===== config.mk =====
export PLATFORM = sky130hd
export DESIGN_NAME = alu_seq
export DESIGN_NICKNAME = d
export VERILOG_FILES = /design/src/rtl/alu_pkg.sv /design/src/rtl/alu_mul_iter.sv /design/src/rtl/alu_seq.sv
export SDC_FILE = /design/constraint.sdc
export NUM_CORES = 1
export LEC_CHECK = 0
export CAP_MARGIN = 20
export CORE_MARGIN = 2
export CORE_UTILIZATION = 34
export DETAILED_ROUTE_END_ITERATION = 10
export PLACE_DENSITY = 0.61
export SYNTH_ARGS = -nofsm -noshare
export SYNTH_HDL_FRONTEND = slang
export SYNTH_HIERARCHICAL = 1
export SYNTH_SLANG_ARGS = --single-unit
export TNS_END_PERCENT = 100

===== constraint.sdc =====
create_clock -name clk -period 12.81 [get_ports clk]
set_input_delay 3.2025 -clock clk [delete_from_list [all_inputs] [get_ports clk]]
set_output_delay 3.2025 -clock clk [all_outputs]
set_load 0.05 [all_outputs]

===== src/rtl/alu_pkg.sv =====
// Shared opcodes, FSM state type and width helper for the sequential ALU.
package alu_pkg;

  localparam int unsigned OP_ADD = 0;
  localparam int unsigned OP_AND = 1;
  localparam int unsigned OP_EQ  = 2;
  localparam int unsigned OP_GT  = 3;
  localparam int unsigned OP_SHL = 4;
  localparam int unsigned OP_SHR = 5;
  localparam int unsigned OP_MUL = 6;
  localparam int unsigned OP_SUB = 7;

  typedef enum logic [1:0] {
    IDLE = 2'd0,
    MUL  = 2'd1,
    DONE = 2'd2
  } state_e;

  // Ceiling log2; used for shift-amount and iteration-counter widths.
  function automatic int unsigned clog2(input int unsigned v);
    int unsigned r;
    r = 0;
    while ((64'd1 << r) < 64'(v)) r = r + 1;
    return r;
  endfunction

endpackage


===== src/rtl/alu_mul_iter.sv =====
// Iterative shift-add multiplier: one partial-product step per clock over WIDTH clocks.
module alu_mul_iter
  import alu_pkg::*;
#(
  parameter int unsigned WIDTH = 32
) (
  input  logic                 clk,
  input  logic                 rst_n,
  input  logic                 start,
  input  logic [WIDTH-1:0]     a,
  input  logic [WIDTH-1:0]     b,
  output logic                 busy,
  output logic                 done,
  output logic [2*WIDTH-1:0]   p
);

  localparam int unsigned PW = 2 * WIDTH;
  localparam int unsigned CW = clog2(WIDTH);

  logic              busy_q,   busy_d;
  logic [CW-1:0]     cnt_q,    cnt_d;
  logic [PW-1:0]     acc_q,    acc_d;
  logic [PW-1:0]     mcand_q,  mcand_d;
  logic [WIDTH-1:0]  mplier_q, mplier_d;
  logic [PW-1:0]     step_sum;
  logic              last_step;

  // p is the accumulator including the current step, so the final product is
  // visible in the same cycle as done and the parent can register it on that edge.
  assign step_sum  = acc_q + (mplier_q[0] ? mcand_q : '0);
  assign last_step = busy_q && (cnt_q == CW'(WIDTH - 1));
  assign p         = step_sum;
  assign done      = last_step;
  assign busy      = busy_q;

  // Next-state: load operands on start, otherwise add-and-shift while busy.
  always_comb begin
    busy_d   = busy_q;
    cnt_d    = cnt_q;
    acc_d    = acc_q;
    mcand_d  = mcand_q;
    mplier_d = mplier_q;
    if (start) begin
      busy_d   = 1'b1;
      cnt_d    = '0;
      acc_d    = '0;
      mcand_d  = {{WIDTH{1'b0}}, a};
      mplier_d = b;
    end else if (busy_q) begin
      acc_d    = step_sum;
      mcand_d  = mcand_q << 1;
      mplier_d = mplier_q >> 1;
      if (last_step) begin
        busy_d = 1'b0;
        cnt_d  = '0;
      end else begin
        cnt_d = cnt_q + 1'b1;
      end
    end
  end

  // State registers with synchronous active-low reset.
  always_ff @(posedge clk) begin
    if (!rst_n) begin
      busy_q   <= 1'b0;
      cnt_q    <= '0;
      acc_q    <= '0;
      mcand_q  <= '0;
      mplier_q <= '0;
    end else begin
      busy_q   <= busy_d;
      cnt_q    <= cnt_d;
      acc_q    <= acc_d;
      mcand_q  <= mcand_d;
      mplier_q <= mplier_d;
    end
  end

endmodule


===== src/rtl/alu_seq.sv =====
// Multi-cycle ALU with start/busy/done handshake; MUL runs on the iterative multiplier.
module alu_seq
  import alu_pkg::*;
#(
  parameter int unsigned WIDTH = 32,
  parameter int unsigned SEL_W = 5
) (
  input  logic             clk,
  input  logic             rst_n,
  input  logic             start,
  input  logic [WIDTH-1:0] a,
  input  logic [WIDTH-1:0] b,
  input  logic [SEL_W-1:0] sel,
  output logic [WIDTH-1:0] s,
  output logic             overflow,
  output logic             busy,
  output logic             done
);

  localparam int unsigned SHW = clog2(WIDTH);
  localparam int unsigned PW  = 2 * WIDTH;

  state_e            state_q, state_d;
  logic [WIDTH-1:0]  s_q, s_d;
  logic              ovf_q, ovf_d;
  logic              busy_q, busy_d;
  logic              done_q, done_d;

  logic [WIDTH-1:0]  alu_s;
  logic              alu_ovf;
  logic [SHW-1:0]    shamt;
  logic              is_mul;
  logic              mul_start;
  logic              mul_busy;
  logic              mul_done;
  logic [PW-1:0]     mul_p;

  assign shamt     = b[SHW-1:0];
  assign is_mul    = (32'(sel) == OP_MUL);
  assign mul_start = (state_q == IDLE) && start && is_mul;

  alu_mul_iter #(
    .WIDTH (WIDTH)
  ) u_mul (
    .clk   (clk),
    .rst_n (rst_n),
    .start (mul_start),
    .a     (a),
    .b     (b),
    .busy  (mul_busy),
    .done  (mul_done),
    .p     (mul_p)
  );

  // Single-cycle operations, evaluated in front of the result register.
  always_comb begin
    alu_s   = '0;
    alu_ovf = 1'b0;
    case (32'(sel))
      OP_ADD: {alu_ovf, alu_s} = {1'b0, a} + {1'b0, b};
      OP_AND: alu_s = a & b;
      OP_EQ:  alu_s[0] = (a == b);
      OP_GT:  alu_s[0] = (a > b);
      OP_SHL: alu_s = a << shamt;
      OP_SHR: alu_s = a >> shamt;
      OP_SUB: begin
        alu_s   = a - b;
        alu_ovf = (a < b);
      end
      default: begin
        alu_s   = '0;
        alu_ovf = 1'b0;
      end
    endcase
  end

  // Control FSM next-state; result/flag only change on the transition into DONE.
  always_comb begin
    state_d = state_q;
    s_d     = s_q;
    ovf_d   = ovf_q;
    busy_d  = busy_q;
    done_d  = 1'b0;
    case (state_q)
      IDLE: begin
        if (start) begin
          busy_d = 1'b1;
          if (is_mul) begin
            state_d = MUL;
          end else begin
            state_d = DONE;
            s_d     = alu_s;
            ovf_d   = alu_ovf;
            done_d  = 1'b1;
          end
        end
      end
      MUL: begin
        if (!mul_busy) begin
          state_d = IDLE;
          busy_d  = 1'b0;
        end else if (mul_done) begin
          state_d = DONE;
          s_d     = mul_p[WIDTH-1:0];
          ovf_d   = |mul_p[PW-1:WIDTH];
          done_d  = 1'b1;
        end
      end
      DONE: begin
        state_d = IDLE;
        busy_d  = 1'b0;
      end
      default: begin
        state_d = IDLE;
        busy_d  = 1'b0;
      end
    endcase
  end

  // FSM and registered outputs with synchronous active-low reset.
  always_ff @(posedge clk) begin
    if (!rst_n) begin
      state_q <= IDLE;
      s_q     <= '0;
      ovf_q   <= 1'b0;
      busy_q  <= 1'b0;
      done_q  <= 1'b0;
    end else begin
      state_q <= state_d;
      s_q     <= s_d;
      ovf_q   <= ovf_d;
      busy_q  <= busy_d;
      done_q  <= done_d;
    end
  end

  assign s        = s_q;
  assign overflow = ovf_q;
  assign busy     = busy_q;
  assign done     = done_q;

endmodule


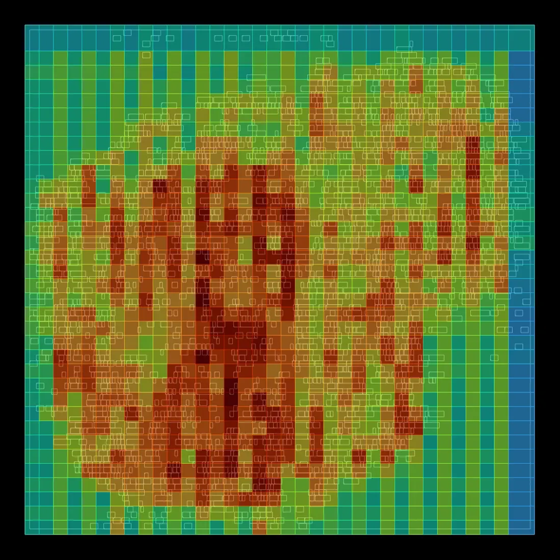
(images/congestion.png)
met1 Use GR: 34.2%
GRT Overall Usage: 25.8%
global-route layer with the greatest usage: met2
Final Util: 38.3%
met3 Resource Use GR: 4.60%

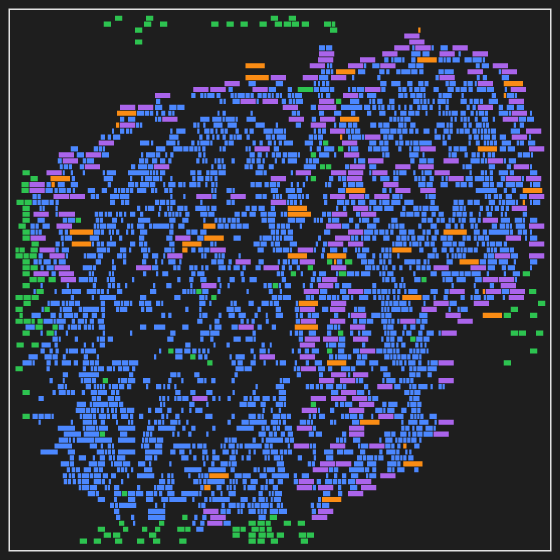
(images/placement_by_type.png)
[blue] combinational and other logic | cells: 2240 | share of their area: 71%
[purple] sequential cells | cells: 203 | share of their area: 19%
[green] remaining buffers and delay cells | cells: 147 | share of their area: 6.3%
[orange] clock drivers and dummy loads | cells: 43 | share of their area: 4.0%

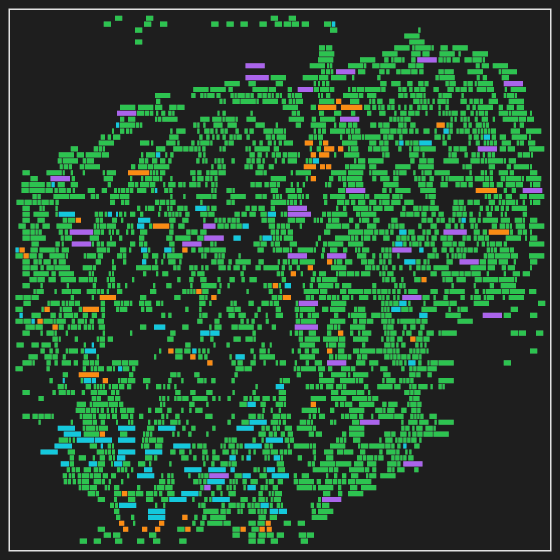
(images/sizes.png)
[green] _0 and _1 cells | cells: 2449 | share: 93% | most used: nor2_1
[purple] _6 and larger | cells: 34 | share: 1.3% | most used: clkbuf_16
[cyan] _2 cells | cells: 93 | share: 3.5% | most used: mux4_2
[orange] _3 and _4 cells | cells: 57 | share: 2.2% | most used: buf_4

==> run_results.csv <==
group,metric,value,unit
finish,lay_top_count,"nor2_1",
setup_path,critPathMaxStageDelay,0.75,ns
timing,finClkSkew,0.0157,ns
yosys,synth-simple-area-share,22.1,%
route,dr_wl_met3,6760,µm
floorplanning,core-area,58800,µm²
power_and_ir_drop,irDropWorstVdd,0.106,mV
setup_path,crit_chain,"buf_2 > buf_4 > inv_1 > buf_4 > ha_1 > o21a_1 > o31a_1 > o2111ai_1 > nand2_1 > a31oi_4 > o21bai_1 > a21oi_1 > a22o_1 > o21ai_0 > a2111oi_0",
yosys,ys_ff,203,
global_routing,grt_max_degree,135,
clock_tree,clk_path_buf_depth,3,
yosys,syn_area,20100,µm²
yosys,ys_cells,2634,
power_and_ir_drop,power_per_cell_area,85.1,nW/µm²
finish,nNetsFinal,2823,
yosys,avgSynthCellArea,7.63,µm²
route,wire_per_inst,23.8,µm
timing,slew_viol_final,0,
min_path,min_to,"u_mul/acc_q[26]",
floorplanning,pin_count,107,
yosys,edf_count,0,
global_routing,grt_pass1_wl,122000,µm
setup_path,cp_max_fo,51,
run,tool_warnings,61,
finish,fin_cells,3406,
clock_tree,cts_resized,0,
yosys,top_area_share,20.2,%
floorplanning,die_h,247,µm
clock_tree,cts_setup_buffers,0,
run,drv_cap,0,
setup_path,r2r-end,"overflow",
yosys,synth-async-reset-ratio,0,%
clock_tree,numClockSinks,203,
route,antenna_left,0,
clock_tree,cts-root-buf,"clkbuf_16",
global_routing,grt_pass1_vias,19500,
yosys,synth-adder-area-share,8.39,%
yosys,syn_inst,2634,
finish,antennaDiodeCount,0,
global_routing,overflow,0,
yosys,yosys-stat-area,20100,µm²
place,dpl.hpwl,61600,µm
setup_path,critical_path_class,"in -> reg",
finish,drive_above_1_share,6.99,%
finish,clkbuf_count,32,
yosys,ys_sh_xor,3.48,%
finish,bufAreaShareNonClock,6.03,%
route,finalWirelength,80900,µm
power_and_ir_drop,leakage,0.00862,µW
yosys,topCellsByArea,"dfxtp_1 (20%), mux2i_1 (11%), ha_1 (8.1%)",
setup_path,cp.depth,15,
place,portBuffers,106,
finish,fillers,6146,
yosys,synthMuxAreaShare,14.5,%
finish,comb_share,66.2,%
floorplanning,dieWidth,247,µm
finish,inverters,91,
timing,timing.final.ws_setup,6.14,ns
route,wl_met1,34300,µm
setup_path,required,13.21,ns
yosys,synthTopCellsByCount,"nor2_1 (278), mux2i_1 (216), nand2_1 (215), dfxtp_1 (203), o21ai_0 (198)",
clock_tree,clkSlewWorstSetupHoldPaths,0.07,ns
finish,seqCellArea,4070,µm²
timing,hold_viol_final,0,
timing,rsz0062_at_grt,"no",
timing,maxSlewHeadroom,26.9,%
route,drc,0,
finish,comb_cells,2149,
floorplanning,fp_util,34.2,%
setup_path,rr_worst_depth,18,
timing,fin_tns_setup,0,ns
setup_path,cp.arrival,7.08,ns
yosys,synth.comb.largest_family,"AND-OR/OR-AND gates",
min_path,worstHoldStart,"u_mul/acc_q[26]",
clock_tree,cts_hold_buf,0,
global_routing,met2_usage,40.1,%
min_path,min_path_cells,2,
route,dr_wl_met2,35200,µm
finish,clock_cell_area_share,3.86,%
timing,layout_worst_path_cycle_share,52.1,%
route,drtIter0Drc,2299,
yosys,synth_dominant_cell_count,"nor2_1",
yosys,synth_cell_types,102,
setup_path,worstPathBufferInverterCount,4,
yosys,postSynthSeqShare,20.2,%
finish,combGateArea,14900,µm²
place,dp.cells,3363,
finish,buffers,147,
setup_path,crit_family,"AND-OR/OR-AND gates",
finish,largest_class,"multi-input combinational cells",
clock_tree,htreeDepth,1,
route,dr.pass1.iters,6,
finish,lay_top_cells,"nor2_1 (275), mux2i_1 (216), nand2_1 (215)",
yosys,yosysWarnings,6,
clock_tree,clock_latency,0.58,ns
yosys,synth-main-ff-cell,"dfxtp_1",
floorplanning,chipArea,61100,µm²
setup_path,crit_path_frequent_cell,"buf_4",
place,placed_area,21700,µm²
min_path,hold_class,"reg -> reg",
floorplanning,row_count,89,
timing,setup_violations,0,
global_routing,grt_antenna_before_repair,2,
timing,hold_ws,0.479,ns
finish,flops,203,
timing,fmax,150,MHz
setup_path,slowest_stage,"a2111oi_0",
finish,syn2layout_area_growth,12.0,%
yosys,syn-num-nets,2839,
place,place_congestion,1.04,
route,vias_per_cell,6.05,
setup_path,r2r_start,"u_mul/mplier_q[0]",
timing,period_minus_slack,6.67,ns
setup_path,crit_path_end,"s[15]",
timing,worst_pin_slew,1.09,ns
setup_path,start_kind,"input pin",
finish,postLayoutCellArea,22500,µm²
power_and_ir_drop,p_total,1920,µW
place,dpl_worst_slack,5.64,ns
setup_path,end_kind,"register",
yosys,largest_area_cell,"dfxtp_1",
clock_tree,cts_buffers,26,
setup_path,reg2reg_slack,7.04,ns
setup_path,cp-startpoint,"b[2]",
clock_tree,cts_tree,"built",
yosys,aoi_share,25.5,%
floorplanning,nWellTaps,773,
finish,seq-cell-share,18.1,%
route,vias,20600,
outcome,outcome,"completed",
route,top_layer_used,"met5",
-- registers in the layout (all words and copies together) (netlist names) --
signal,cells
busy,1
state_q,2
done,1
overflow,1
u_mul/acc_q,64
u_mul/cnt_q,5
u_mul/busy,1
u_mul/mplier_q,32
u_mul/mcand_q,64
s,32
-- worst register-to-register path: cells and delay by family (launching register included) --
family | cells | cell delay, ns
AND-OR/OR-AND | 9 | 2.58
AND/OR/NAND/NOR | 5 | 1.60
buffers and inverters | 1 | 0.49
adder cells (fa/ha/maj) | 2 | 0.48
flip-flops | 1 | 0.32
XOR/XNOR | 1 | 0.16
-- report_power, final --
group / internal, µW / total, µW / leakage (µW) / switching, µW
clock network: 471 / 787 / 0.000421 / 315
logic: 162 / 482 / 0.00656 / 319
registers: 639 / 649 / 0.00164 / 10.0
total: 1270 / 1920 / 0.00862 / 645
Power is estimated from default activity; no workload was simulated.
